===== config.mk =====
export PLATFORM = sky130hd
export DESIGN_NAME = dmem_port_arbiter
export DESIGN_NICKNAME = d
export VERILOG_FILES = /design/src/rtl/dmem_port_arbiter.sv
export SDC_FILE = /design/constraint.sdc
export NUM_CORES = 1
export LEC_CHECK = 0
export CAP_MARGIN = 20
export CORE_AREA = 8 8 103 143
export CTS_CLUSTER_DIAMETER = 150
export DETAILED_ROUTE_END_ITERATION = 8
export DIE_AREA = 0 0 111 151
export GPL_TIMING_DRIVEN = 0
export PLACE_DENSITY_LB_ADDON = 0.15
export RECOVER_POWER = 50
export SLEW_MARGIN = 0
export SYNTH_ARGS = -nofsm -noshare
export SYNTH_HDL_FRONTEND = slang
export SYNTH_SLANG_ARGS = --single-unit
export TNS_END_PERCENT = 5

===== constraint.sdc =====
create_clock -name clk -period 2.5 [get_ports clk]
set_input_delay 0.625 -clock clk [delete_from_list [all_inputs] [get_ports clk]]
set_output_delay 0.625 -clock clk [all_outputs]
set_load 0.02 [all_outputs]

===== src/rtl/dmem_port_arbiter.sv =====
// dmem_port_arbiter
//
// Shares BRAM data port B between the pipeline's data-memory access (core, C)
// and the program loader / debug master (L). Every cycle one requester at most
// is granted; its we/addr/wdata are steered onto the port. Read data returns
// one cycle after a read grant and is delivered to whoever owned that read,
// independent of who owns the port in the return cycle.
//
// Ports
//   clk, rst                 clock, asynchronous active-high reset
//   c_req/c_we/c_addr/c_wdata  core request side
//   c_gnt                    core granted this cycle (combinational)
//   c_rvalid/c_rdata         core read response (cycle after read grant)
//   core_stall               core requesting but not granted
//   l_req/l_lock/l_we/l_addr/l_wdata  loader request side, l_lock keeps ownership
//   l_gnt                    loader granted this cycle (combinational)
//   l_rvalid/l_rdata         loader read response
//   mem_we/mem_addr/mem_wdata  to BRAM port B
//   mem_rdata                from BRAM port B (1-cycle registered latency)

module dmem_port_arbiter #(
    parameter int unsigned AW       = 32,
    parameter int unsigned DW       = 32,
    parameter int unsigned L_PRIO   = 1,
    parameter int unsigned MAX_WAIT = 8
) (
    input  logic          clk,
    input  logic          rst,

    // Core side
    input  logic          c_req,
    input  logic [3:0]    c_we,
    input  logic [AW-1:0] c_addr,
    input  logic [DW-1:0] c_wdata,
    output logic          c_gnt,
    output logic          c_rvalid,
    output logic [DW-1:0] c_rdata,
    output logic          core_stall,

    // Loader side
    input  logic          l_req,
    input  logic          l_lock,
    input  logic [3:0]    l_we,
    input  logic [AW-1:0] l_addr,
    input  logic [DW-1:0] l_wdata,
    output logic          l_gnt,
    output logic          l_rvalid,
    output logic [DW-1:0] l_rdata,

    // BRAM port B
    output logic [3:0]    mem_we,
    output logic [AW-1:0] mem_addr,
    output logic [DW-1:0] mem_wdata,
    input  logic [DW-1:0] mem_rdata
);

    localparam int unsigned CW = $clog2(MAX_WAIT + 1);
    localparam logic [CW-1:0] MaxWaitW = CW'(MAX_WAIT);
    localparam bit LPrio = (L_PRIO != 0);

    // Port owner during the previous cycle.
    typedef enum logic [1:0] {
        StIdle,
        StOwnC,
        StOwnL
    } state_e;

    // Requester whose read response is due this cycle.
    typedef enum logic [1:0] {
        RdNone,
        RdC,
        RdL
    } rd_owner_e;

    state_e          state_q, state_d;
    rd_owner_e       rd_owner_q, rd_owner_d;
    logic [CW-1:0]   wait_c_q, wait_c_d;
    logic [CW-1:0]   wait_l_q, wait_l_d;
    logic [DW-1:0]   c_rdata_q;
    logic [DW-1:0]   l_rdata_q;
    logic            grant_c;
    logic            grant_l;

    // ------------------------------------------------------------------
    // Grant decision
    // ------------------------------------------------------------------
    always_comb begin
        grant_c = 1'b0;
        grant_l = 1'b0;
        if (c_req && !l_req) begin
            grant_c = 1'b1;
        end else if (l_req && !c_req) begin
            grant_l = 1'b1;
        end else if (c_req && l_req) begin
            // Starvation bound beats both the lock and plain priority.
            if (LPrio && (wait_c_q == MaxWaitW)) begin
                grant_c = 1'b1;
            end else if (!LPrio && (wait_l_q == MaxWaitW)) begin
                grant_l = 1'b1;
            end else if ((state_q == StOwnL) && l_lock) begin
                grant_l = 1'b1;
            end else if (LPrio) begin
                grant_l = 1'b1;
            end else begin
                grant_c = 1'b1;
            end
        end
    end

    assign c_gnt      = grant_c;
    assign l_gnt      = grant_l;
    assign core_stall = c_req & ~grant_c;

    // ------------------------------------------------------------------
    // Port mux: an idle port drives all-zero so no stray write can occur
    // ------------------------------------------------------------------
    always_comb begin
        mem_we    = 4'b0000;
        mem_addr  = '0;
        mem_wdata = '0;
        if (grant_c) begin
            mem_we    = c_we;
            mem_addr  = c_addr;
            mem_wdata = c_wdata;
        end else if (grant_l) begin
            mem_we    = l_we;
            mem_addr  = l_addr;
            mem_wdata = l_wdata;
        end
    end

    // ------------------------------------------------------------------
    // Next-state: owner, wait counters, pending read owner
    // ------------------------------------------------------------------
    always_comb begin
        state_d    = StIdle;
        rd_owner_d = RdNone;
        if (grant_c) begin
            state_d = StOwnC;
            if (c_we == 4'b0000) begin
                rd_owner_d = RdC;
            end
        end else if (grant_l) begin
            state_d = StOwnL;
            if (l_we == 4'b0000) begin
                rd_owner_d = RdL;
            end
        end

        // Count only cycles spent requesting without a grant; saturate.
        wait_c_d = '0;
        if (c_req && !grant_c) begin
            wait_c_d = (wait_c_q == MaxWaitW) ? wait_c_q : wait_c_q + 1'b1;
        end
        wait_l_d = '0;
        if (l_req && !grant_l) begin
            wait_l_d = (wait_l_q == MaxWaitW) ? wait_l_q : wait_l_q + 1'b1;
        end
    end

    // ------------------------------------------------------------------
    // State registers
    // ------------------------------------------------------------------
    always_ff @(posedge clk or posedge rst) begin
        if (rst) begin
            state_q    <= StIdle;
            rd_owner_q <= RdNone;
            wait_c_q   <= '0;
            wait_l_q   <= '0;
            c_rdata_q  <= '0;
            l_rdata_q  <= '0;
        end else begin
            state_q    <= state_d;
            rd_owner_q <= rd_owner_d;
            wait_c_q   <= wait_c_d;
            wait_l_q   <= wait_l_d;
            // Capture the response so rdata holds until the next valid.
            if (rd_owner_q == RdC) begin
                c_rdata_q <= mem_rdata;
            end
            if (rd_owner_q == RdL) begin
                l_rdata_q <= mem_rdata;
            end
        end
    end

    // ------------------------------------------------------------------
    // Read response: routed by the registered owner, not the current grant
    // ------------------------------------------------------------------
    assign c_rvalid = (rd_owner_q == RdC);
    assign l_rvalid = (rd_owner_q == RdL);
    assign c_rdata  = c_rvalid ? mem_rdata : c_rdata_q;
    assign l_rdata  = l_rvalid ? mem_rdata : l_rdata_q;

endmodule


Run 1, placed standard cells:
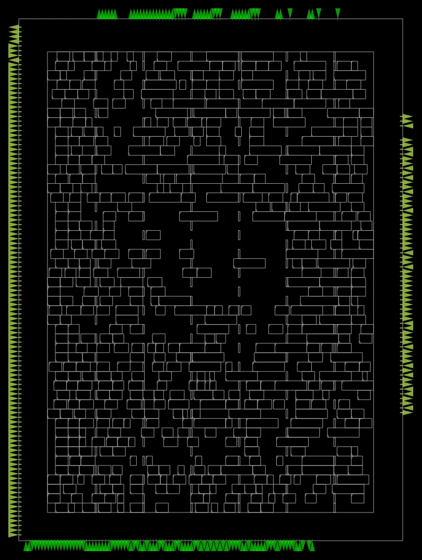
filler instances: 1139
core region area: 12570 sq um
post-route core utilization: 0.5537

Run 1, routed metal, one colour a layer:
Drawn at 2 px/micron. Only two layers are drawn.
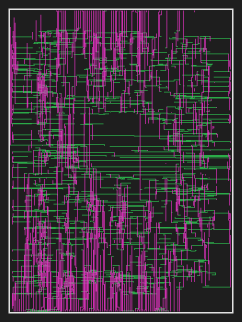
[M1] green | wire length: 5860 microns
[M2] magenta | wire length: 8280 microns
routed via count: 3445
wirelength, routed: 16340 microns
Wirelength per Cell: 22.35 microns
overall routing resource usage: 0.1910

==> impl_metrics.csv, run 1 <==
group,metric,value,unit
sta,timing.final.max_slew_violations,0,
synthesis,mux_area_frac,0.2081,
final_layout,final_cell_area,6959,sq um
detailed_routing,remaining_drc_errors,0,
synthesis,yosys_register_bits,70,
clock_network,ctsHoldBuffers,0,
synthesis,xor_and_xnor_fraction_of_the_mapped_netlist_area,0.005058,
pwr,power_in_the_clock_group,0.00136,W
synthesis,postSynthCellCount,249,
worst_setup_path,critPathKind,"flop to primary output",
status,failed_checks,"setup timing",
place,dp_hpwl,14140,microns
place,buffer_ports.inserted,308,
synthesis,largest_family_of_logic_cells_by_area,"multiplexers",
synthesis,ys_warn_count,0,
pwr,comb-power,0.00165,W
final_layout,drive_above_1_share,0.3131,
worst_setup_path,reg_to_reg_slack_setup,1.00,ns
worst_setup_path,max_stage_delay_cell_worst_path,"dfrtp_1",
place,routabilityCongestion,0.7729,
sta,setup_viol,44,
synthesis,ys_async_sr_fraction,1.000,
floorplan,die_w,111,microns
detailed_routing,route.antenna.remaining_nets,0,
worst_setup_path,crit_chain,"inv_1 > ha_2 > nand3b_4 > o21a_1 > buf_6 > buf_8 > a22o_4 > buf_6",
synthesis,synthAoiAreaFrac,0.1788,
worst_setup_path,end_kind,"primary output",
worst_setup_path,crit_fanout,10,
clock_network,clockBufferDepth,2,
floorplan,top_level_ports,310,
pwr,p_seq_frac,0.318,
place,dp.cells,710,
synthesis,yosys-stat-area,3463,sq um
pwr,seq_power,0.00140,W
global_routing,met2_resource_use_gr,0.3356,
sta,final.period_utilization,1.019,
status,result_of_the_run,"complete, but fails checks",
pwr,top_power_group,"combinational logic",
sta,timing.final.ws_setup,-0.04706,ns
synthesis,number_of_synthesized_flops_with_an_enable_pin,0,
Run 1, zoomed window:
Window x 36 to 76, y 56 to 96 microns. Cells in grey, sequential cells in the stronger grey; small squares are vias.
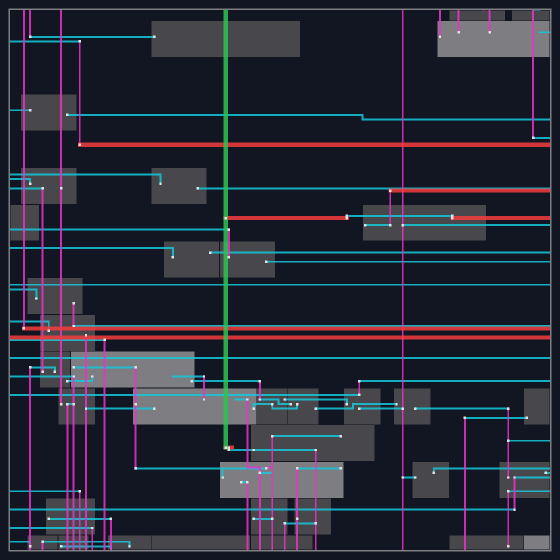
[M1] cyan
[M4] green
[M3] red
[M2] magenta
netlist names of flops here include: `rd_owner_q` (2)
sequential cells in the window: 4
cells with their middle in the window: 25
most frequent: buf_6 (8), buf_4 (4), dfrtp_1 (4)

[run 1: worst max-delay path, delay by kind of cell, from the launching register on]
kind                       cells  cell delay, ns
buffers and inverters          4            0.49
DFF                            1            0.40
adders and majority gates      1            0.18
and+or+nand+nor                1            0.10
AOI/OAI and AO/OA              2            0.43
[run 1: worst max path at each step]
stage               cells past startpoint            to
floorplan                               1  c_rdata_q[0]
detailed placement                      6  mem_addr[16]
CTS                                     5   c_rdata[11]
global route                            8  mem_wdata[6]
finish                                  8  mem_wdata[6]
global placement                        2  c_rdata_q[2]
[run 1: flip-flops by register name (all words and copies together), names as in the netlist]
register	cells
c_rdata_q	32
l_rdata_q	32
wait_c_q	4
rd_owner_q	2
[run 1: layout make-up]
cell class	instances	area, sq um	area share
clock buffer	11	242.7	0.03488
inverter	5	18.77	0.002697
tap	153	191.4	0.02751
buffer	23	266.5	0.03830
clock inverter	5	81.33	0.01169
multi-input combinational	151	1516	0.2179
sequential	70	1752	0.2517
timing repair buffer	313	2890	0.4153
[run 1: per-layer routing]
metal | wire length [microns] | vias to the layer above
li1 | - | 1595
met1 | 5863 | 1623
met2 | 8279 | 201
met3 | 1741 | 26
met4 | 456 | 0
met5 | 0 | -
[run 1: cell usage in the layout, fill, tap and decap left out, types with 2 or more instances in the layout]
cell type	instances
dfrtp_1	70
clkdlybuf4s50_1	165
clkdlybuf4s15_1	12
buf_4	12
buf_2	27
nor4_1	2
dlygate4sd2_1	37
buf_8	4
clkbuf_16	9
dlygate4sd3_1	4
inv_1	2
a22o_1	64
mux2_1	27
mux2_2	37
bufinv_16	2
and2_1	4
inv_2	3
clkbuf_2	19
buf_6	54
a22o_4	4
[run 1: timing repair]
item / CTS / global route
setup endpoints to repair: 137 / 112
buffers inserted: 2 / 2
cloned: 1 / 0
gates resized: 459 / 67
pin swaps: 3 / 3
Run 1, the metal 2 layer:
Drawn at 2 px/micron. Cells faint in the background.
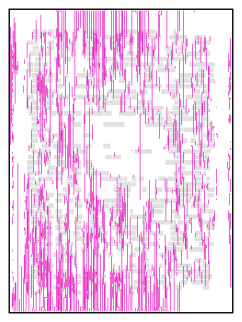

==> inputs of run 2 (changes only) <==
--- a/config.mk
+++ b/config.mk
@@ -11,7 +11,7 @@
 export DETAILED_ROUTE_END_ITERATION = 8
 export DIE_AREA = 0 0 111 151
 export GPL_TIMING_DRIVEN = 0
-export PLACE_DENSITY_LB_ADDON = 0.15
+export PLACE_DENSITY = 0.81
 export RECOVER_POWER = 50
 export SLEW_MARGIN = 0
 export SYNTH_ARGS = -nofsm -noshare
Run 2, the metal 2 layer:
Drawn at 2 px/micron. Cells faint in the background.
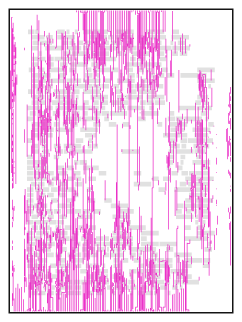
longest straight run: 83.3 microns
share of all routed wire: 48%
nets with wire on the layer: 691
met2 Resource Use GR: 0.3646
routed via count: 3568
wirelength, routed: 18890 microns

==> impl_metrics.csv, run 2 <==
group,metric,value,unit
synthesis,postSynthCellCount,249,
worst_setup_path,reg_to_reg_slack_setup,1.06,ns
floorplan,top_level_ports,310,
clock_network,ctsHoldBuffers,0,
final_layout,final_layout_top_logic_cell,"clkdlybuf4s50_1",
detailed_routing,route.antenna.remaining_nets,0,
sta,timing.final.ws_setup,-0.01119,ns
sta,final.period_utilization,1.004,
place,routabilityCongestion,0.8694,
synthesis,yosys_register_bits,70,
global_routing,overall_routing_resource_usage,0.2183,
sta,timing.final.max_slew_violations,0,
detailed_routing,wl_met3,1897,microns
detailed_routing,met2RoutedLength,9157,microns
final_layout,layout.non_clock_inverters,5,
final_layout,seq_area_frac,0.2544,
final_layout,ff_latch_area,1752,sq um
final_layout,area.share.combinational,0.2191,
final_layout,non_clock_buffer_area_share,0.4539,
worst_setup_path,crit_fanout,10,
final_layout,drive_above_1_share,0.3772,
detailed_routing,detail_route.wirelength.met1,7003,microns
final_layout,filler_cell_count,1130,
final_layout,largest_class,"buffers",
synthesis,number_of_synthesized_flops_with_an_enable_pin,0,
detailed_routing,wirelength_per_cell,25.84,microns
synthesis,ys_warn_count,0,
floorplan,placeableCoreArea,12570,sq um
worst_setup_path,critPathKind,"flop to primary output",
worst_setup_path,crit_chain,"inv_2 > ha_4 > nand3b_4 > o21a_1 > buf_6 > buf_8 > a22o_4 > buf_6",
status,failed_checks,"setup timing",
worst_setup_path,end_kind,"primary output",
final_layout,logic_area,1509,sq um
floorplan,die_w,111,microns
final_layout,flops,70,
place,buffer_ports.inserted,308,
floorplan,floorplan.tapcells,153,
worst_setup_path,timing.critical_path.max_delay_family,"buffers and inverters",
status,result_of_the_run,"complete, but fails checks",
sta,setup_viol,2,
final_layout,nNonClkBuffers,336,
pwr,p_seq_frac,0.324,
worst_setup_path,path_buffers,4,
[run 2: worst max path at each step]
stage                        from      endpoint  slack, ns  cells past startpoint
floorplan                     rst  c_rdata_q[0]       0.11                      1
global placement              rst  l_rdata_q[2]      -0.99                      2
detailed placement          c_req  mem_addr[24]      -0.79                      6
CTS                   wait_c_q[0]  mem_addr[24]      -0.08                      8
global route        rd_owner_q[1]   l_rdata[21]      -0.11                      5
finish                wait_c_q[1]  mem_addr[24]      -0.01                      8
[run 2: repair_timing]
| action | 4_1_cts | 5_1_grt |
|---|---|---|
| endpoints found under the setup margin | 137 | 130 |
| pin swaps | 3 | 1 |
| setup buffers | 3 | 2 |
| resized | 467 | 75 |
[run 2: power groups by stage]
stage	Combinational, W	Clock [W]	Sequential [W]
finish	0.00169	0.00124	0.00141
global route	0.00178	0.00132	0.00143
CTS	0.00173	0.00127	0.00141
detailed placement	0.00189	0	0.00143
global placement	0.00186	0	0.00142
floorplan	0.000843	0	0.00141
[run 2: stage by stage]
step	hold slack, ns	util	setup WS (ns)	std cells	cell area, sq um
5_1_grt	0.5072	0.5479	-0.1111	731	6887
3_3_place_gp	0.4781	0.5361	-0.9918	710	6738
3_5_place_dp	0.4810	0.5363	-0.7860	710	6740
6_report	0.4932	0.5479	-0.01119	731	6887
2_1_floorplan	0.5591	-	0.1068	249	3463
4_1_cts	0.4944	0.5523	-0.08130	729	6942
[run 2: logic make-up after synthesis]
logic type / share of synthesized area
compound gates: 0.1788
mux: 0.2081
xor+xnor: 0.005059
buf+inv: 0.06720
flops: 0.5058
simple gates: 0.02782
fa+ha+maj: 0.007224
Run 2, placed standard cells:
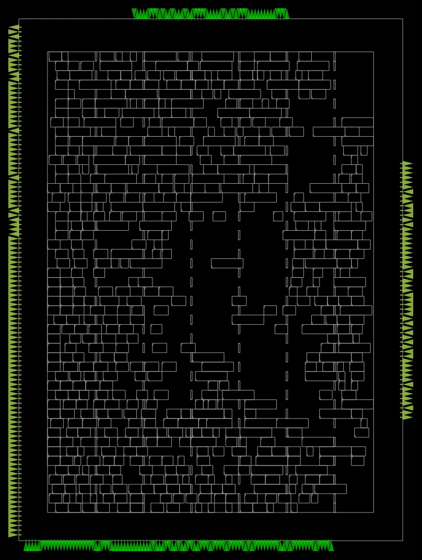

==> inputs of run 3 (changes only) <==
==> constraint.sdc (replaced) <==
create_clock -name clk -period 2.5 [get_ports clk]
set_input_delay 0.625 -clock clk [delete_from_list [all_inputs] [get_ports clk]]
set_output_delay 0.625 -clock clk [all_outputs]
set_load 0.01 [all_outputs]
Run 3, placed standard cells:
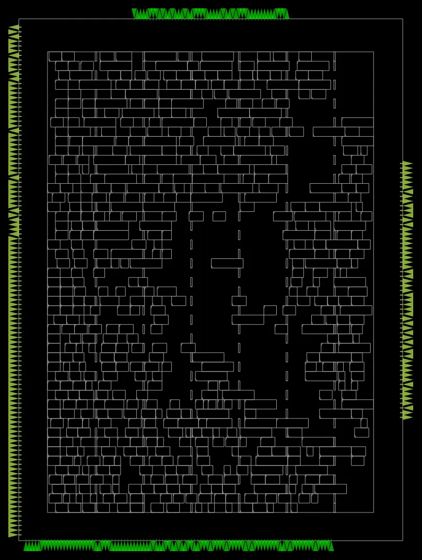
filler instances: 1125
post-route core utilization: 0.5603
fraction of standard cell area that is sequential: 0.2488

==> impl_metrics.csv, run 3 <==
group,metric,value,unit
status,result_of_the_run,"complete, but fails checks",
status,failed_checks,"setup timing",
detailed_routing,postRouteWirelength,18980,microns
detailed_routing,wirelength_per_cell,25.75,microns
global_routing,met2_resource_use_gr,0.3530,
detailed_routing,met2RoutedLength,8857,microns
worst_setup_path,critPathKind,"flop to primary output",
final_layout,final_cell_area,7042,sq um
floorplan,top_level_ports,310,
sta,setup_viol,38,
clock_network,ctsHoldBuffers,0,
sta,timing.final.ws_setup,-0.08026,ns
synthesis,number_of_synthesized_flops_with_an_enable_pin,0,
place,buffer_ports.inserted,308,
global_routing,overall_routing_resource_usage,0.2192,
detailed_routing,wl_met3,2094,microns
detailed_routing,vias_per_cell,4.891,
worst_setup_path,startpoint,"wait_c_q[0]",
worst_setup_path,worst_setup_path_endpoint,"mem_addr[9]",
pwr,fin_total_pwr,0.004114,W
synthesis,ys_cells,249,
worst_setup_path,end_kind,"primary output",
sta,timing.final.max_slew_violations,0,
synthesis,ys_warn_count,0,
place,dp_hpwl,16410,microns
detailed_routing,via_count,3605,
sta,final.period_utilization,1.032,
sta,final.setup_skew,0.004466,ns
floorplan,die_w,111,microns
place,placement.setup.worst_slack,-0.7194,ns
worst_setup_path,crit_fanout,10,
synthesis,synth_cell_type_count,20,
synthesis,yosys_register_bits,70,
floorplan,placeableCoreArea,12570,sq um
final_layout,drive_above_1_share,0.3134,
synthesis,synth.avg_cell_area,13.91,sq um
worst_setup_path,reg_to_reg_slack_setup,0.98,ns
detailed_routing,detail_route.wirelength.met1,6804,microns
floorplan,fp.dieH,151,microns
-- run 3: cell counts after synthesis --
Identical to the previous run, type by type.
-- run 3: cells by family (layout without fill, tap and decap cells) --
family	count (synthesis)	in the layout	synth area share
adder cells (fa/ha/maj)	2	2	0.007224
flip-flops	70	70	0.5058
buffers and inverters	28	363	0.06720
AND-OR/OR-AND	70	70	0.1788
AND/OR/NAND/NOR	13	13	0.02782
multiplexers	64	64	0.2081
XOR/XNOR	2	2	0.005059
-- run 3: per-stage QoR --
| step | util | std cells |
|---|---|---|
| after floorplan | - | 249 |
| after global placement | 0.5361 | 710 |
| after detailed placement | 0.5363 | 710 |
| after CTS | 0.5542 | 734 |
| after global routing | 0.5603 | 737 |
| final | 0.5603 | 737 |
-- run 3: power groups by stage --
stage	logic [W]	clock network (W)	registers, W
3_5_place_dp	0.00165	0	0.00143
2_1_floorplan	0.000595	0	0.00141
4_1_cts	0.00149	0.00127	0.00141
3_3_place_gp	0.00162	0	0.00142
5_1_grt	0.00156	0.00132	0.00143
6_report	0.00147	0.00124	0.00141
-- run 3: critical path: stages (launching register included) --
cell and delay [ns]:
dfrtp_1 0.39, inv_2 0.08, ha_4 0.14, nand3b_4 0.09, o21a_1 0.19, buf_6 0.15
buf_6 0.12, buf_6 0.13, a22o_1 0.18, buf_2 0.15
-- run 3: cell type report --
class,count,area [sq um],area share
Timing Repair Buffer,321,3009,0.4273
Clock buffer,9,225.2,0.03198
Clock inverter,7,62.56,0.008884
Inverter,5,21.27,0.003021
Multi-Input combinational cell,151,1513,0.2148
Sequential cell,70,1752,0.2488
Tap cell,153,191.4,0.02719
Buffer,21,267.8,0.03802
-- run 3: repair_timing --
action / in CTS / in global routing
pin swaps: 4 / 5
setup endpoints to repair: 132 / 104
resized: 391 / 72
cloned: 1 / 0
setup buffers: 8 / 5
No activity file was given, so power comes from the tool's default toggle rates.
